==> config.mk <==
export PLATFORM = sky130hd
export DESIGN_NAME = uart_tx_frame
export DESIGN_NICKNAME = d
export VERILOG_FILES = /design/src/rtl/uart_pkg.sv /design/src/rtl/uart_tx_fifo.sv /design/src/rtl/uart_tx_frame.sv
export SDC_FILE = /design/constraint.sdc
export NUM_CORES = 1
export LEC_CHECK = 0
export CAP_MARGIN = 40
export CORE_MARGIN = 2
export CORE_UTILIZATION = 40
export CTS_CLUSTER_SIZE = 28
export DETAILED_ROUTE_END_ITERATION = 6
export GPL_TIMING_DRIVEN = 0
export PLACE_DENSITY = 0.71
export RECOVER_POWER = 50
export SLEW_MARGIN = 20
export SYNTH_ARGS = -nofsm -noshare
export SYNTH_HDL_FRONTEND = slang
export SYNTH_SLANG_ARGS = --single-unit
==> constraint.sdc <==
create_clock -name baud_clk -period 2.25 [get_ports baud_clk]
set_input_delay 0.3375 -clock baud_clk [delete_from_list [all_inputs] [get_ports baud_clk]]
set_output_delay 0.3375 -clock baud_clk [all_outputs]
set_load 0.1 [all_outputs]
Figure 1. Cells colored by class (run 1).
(4 px per µm) Fill, decap, tap and diode cells in gray.
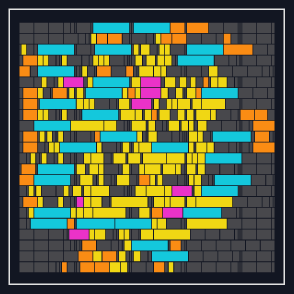
- all other logic: yellow (cells 155)
- flops: cyan (cells 29)
- other buffers and delay cells: orange (cells 42)
- clock drivers and dummy loads: magenta (cells 8)
FP Rows: 23
post-route cell area: 0.00224 mm²
flop share of the area: 32.5%
core area: 0.00400 mm²
Layout Utilization: 56.1%

Figure 2. Cell outlines without signal wires (run 1).
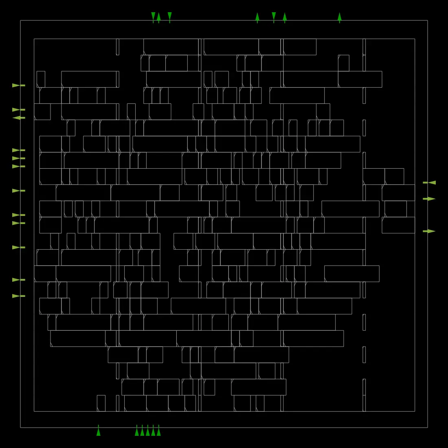
Fill cells: 361
flop count: 29
Well Taps: 50

Figure 3. Clock wires, drivers and flops (run 1).
(8 px per µm)
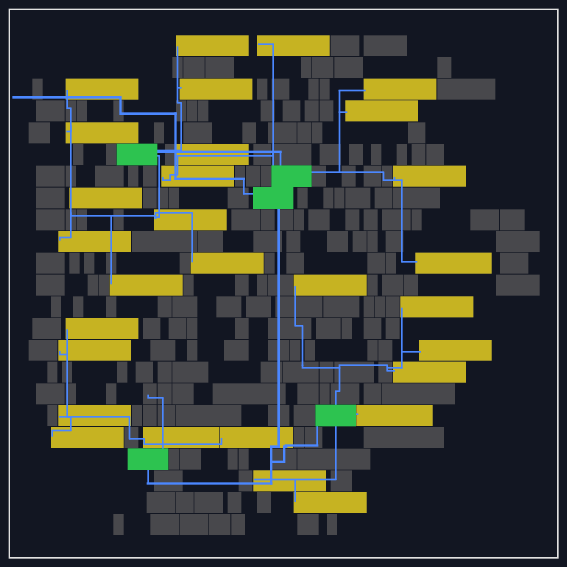
- clock wires: blue (length 414 µm)
- flip-flops: yellow (count 29)
- cells driving clock nets: green (count 5)
- routed clock nets: 6
- flops lie: spread over the die
clk ins delay skew pair: 0.28 ns
skew final: 0.00578 ns
Clock Power: 0.478 mW
Clk pwr share: 12.2%

==> impl_metrics.ini, run 1 <==
; physical design summary
[job]
drv_cap = 1

[route]
wl_per_cell_um = 12.6
dr.pass1.iters = 4
routed_wl_um = 3580
route.met3.wl_um = 178
wl_met1_um = 1650
via_per_inst = 5.20

[cells_and_area]
lay_top_cells = 45 x nand2_1, 26 x dfrtp_1, 21 x clkdlybuf4s50_1
drive_gt1_share_pct = 17.5
sh_comb_area_pct = 41.6
final_nets = 260
antenna_cells = 0
bufAreaShareNonClock_pct = 16.7

[logic_synthesis]
yosys.area.top_type_share_pct = 40.8
syn_inst = 193
ys_types = 44
yosysWarnings = 0
syn_area_mm2 = 0.00166

[worst_setup_path]
cp.required_ns = 2.46
crit_chain = buf_4 > ha_4 > fa_2 > o21ai_1 > o2bb2ai_1 > o41ai_1 > a211o_1 > a21oi_2 > mux2i_1

[final_timing]
whs_ns = 0.419
setup_viol = 1
fin_ws_ns = -0.0457
tightest_slew_ns = 1.52
finalSetupTns_ns = -0.0457
slew_violations = 30

[place]
preCtsSetupSlack_ns = -0.304

[power_and_ir_drop]
power.group.top = combinational cells
pg_comb_mw = 2.47
ir_drop_uv = 856

[die]
die_w_um = 68.4

[hold_path]
hp-class = input pin to asynchronous set/reset pin

[clocking]
hold_buffers = 0
cts_resized = 11
clock_path_buffers = 2
post_cts_buffers = 4
tritoncts = done

[outcome]
violations = max-capacitance violations, max-slew violations, negative setup slack
outcome = complete, but fails checks

[grt]
grt_pass1_wl_um = 6360
[run 1: cells in the mapped netlist, types with 3 or more instances]
| cell | instances |
|---|---|
| nand2_1 | 45 |
| dfrtp_1 | 27 |
| o21ai_0 | 14 |
| a21oi_1 | 11 |
| inv_1 | 11 |
| nand3_1 | 8 |
| nor2_1 | 8 |
| clkbuf_1 | 5 |
| ha_1 | 5 |
| o211ai_1 | 4 |
| buf_2 | 3 |
| buf_4 | 3 |
| nand2b_1 | 3 |
| nor2b_1 | 3 |
[run 1: cells by family (layout without fill, tap and decap cells)]
logic type	count (synthesis)	count (layout)	synth area share, %
other cells	1	3	0.226
xor+xnor	3	3	1.59
buf+inv	22	61	5.89
fa+ha+maj	6	6	4.98
compound gates	48	48	18.6
flops	29	29	43.9
mux	3	3	2.57
simple gates	81	81	22.2
## Run 2: what changed since run 1
--- a/config.mk
+++ b/config.mk
@@ -16,4 +16,5 @@
 export SLEW_MARGIN = 20
 export SYNTH_ARGS = -nofsm -noshare
 export SYNTH_HDL_FRONTEND = slang
+export SYNTH_HIERARCHICAL = 1
 export SYNTH_SLANG_ARGS = --single-unit
Figure 4. Clock wires, drivers and flops (run 2).
(8 px per µm)
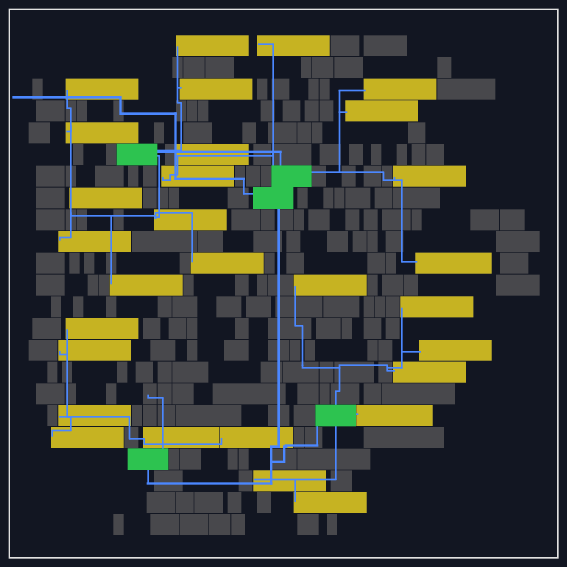
- cells driving clock nets: green (count 5)
- clock wires: blue (length 414 µm)
- flip-flops: yellow (count 29)
- flops lie: spread over the die

Figure 5. Wiring by layer (run 2).
(6 px per µm) Two of the layers only.
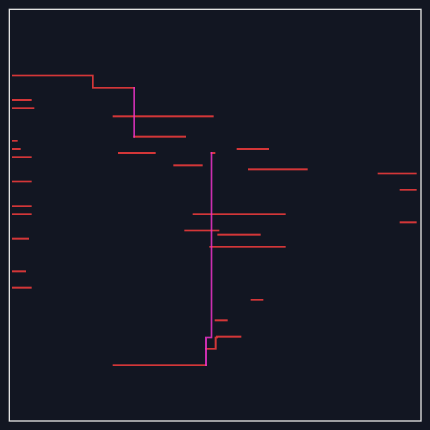
- met3: red (wire length 179 µm)
- met4: magenta (wire length 44.4 µm)
via count: 1476
drt total wl: 3580 µm
All-Layer GR Usage: 18.3%
WL/cell: 12.6 µm

==> impl_metrics.ini, run 2 <==
; physical design summary
[logic_synthesis]
yosys.area_share.xor_xnor_pct = 1.58
syn_inst = 193
yosysWarnings = 6
synth_dominant_cell_count = nand2_1
syn_area_mm2 = 0.00166
synthTopLogicFamily = simple AND/OR/NAND/NOR gates
ys_sh_aoi_pct = 18.6
fa_ha_area_share_pct = 4.98
yosys.area.top_type_share_pct = 40.8
ys_types = 44
mux_share_pct = 2.57
simple_gate_area_share_pct = 22.2
yosys-top-cells-count = 45 x nand2_1, 27 x dfrtp_1, 14 x o21ai_0

[power_and_ir_drop]
pg_clk_mw = 0.478
pwr-share-clk_pct = 12.2
pg_comb_mw = 2.47
power.group.top = combinational cells

[grt]
grt_pass1_wl_um = 6360

[cells_and_area]
flop_area_um2 = 729
drive_gt1_share_pct = 17.5
lay_top_cells = 45 x nand2_1, 26 x dfrtp_1, 21 x clkdlybuf4s50_1
nNonClkInverters = 11
antenna_cells = 0
nClkBuffers = 7
seq_share_pct = 32.5
fill_cells = 361
sh_comb_area_pct = 41.6
bufAreaShareNonClock_pct = 16.7
design.seq.count = 29

[die]
core_mm2 = 0.00400
num_rows = 23
taps = 50

[final_timing]
skew_ns = 0.00578
tightest_slew_ns = 1.52
slew_violations = 30
min_period_ns = 2.30
setup_viol = 1
fin_ws_ns = -0.0457

[job]
drv_cap = 1

[clocking]
clock_path_buffers = 2
clk_latency_ns = 0.28
hold_buffers = 0
post_cts_buffers = 4
root_buffer = clkbuf_8
tritoncts = done
cts_resized = 11

[worst_setup_path]
r2r_cells = 9
crit_family = AND-OR/OR-AND gates
cp.required_ns = 2.46

[outcome]
violations = max-capacitance violations, max-slew violations, negative setup slack
outcome = complete, but fails checks

[route]
via_per_inst = 5.20
dr.pass1.iters = 4

[hold_path]
hp-class = input pin to asynchronous set/reset pin

[place]
preCtsSetupSlack_ns = -0.304
Figure 6. Floorplan with the power grid (run 2).
(6 px per µm) Pins as bars on the die edge.
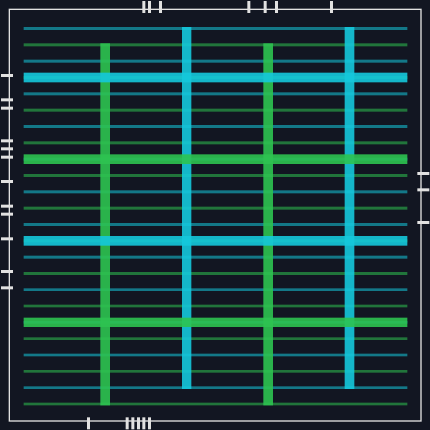
- VSS: green
- VDD: cyan
- signal pins: 28
- met4 straps: 4
- met1 rails: 24
- met5 straps: 4
Peak VDD IR: 856 µV
die width: 68.4 µm
die height: 68.4 µm

-- run 2: per-layer routing --
layer  wire length, µm  track usage [%]
met1              1650             23.6
met2              1710             29.2
met3               178             5.10
met4                44             7.00
met5                 0                0
-- run 2: metrics by stage --
stage               setup TNS, ns  instance area [µm²]  hold WS [ns]  total power [mW]  util [%]
finish                    -0.0457                 2240         0.419              3.92      56.1
global route               -0.239                 2240         0.501              4.27      56.1
CTS                        -0.159                 2210        0.0929              3.76      55.1
detailed placement         -0.734                 2050         0.398              3.10      51.3
global placement            -1.11                 2000         0.452              2.95      49.9
floorplan                       0                 1690        0.0419              2.54         -
No activity file was given, so power comes from the tool's default toggle rates.
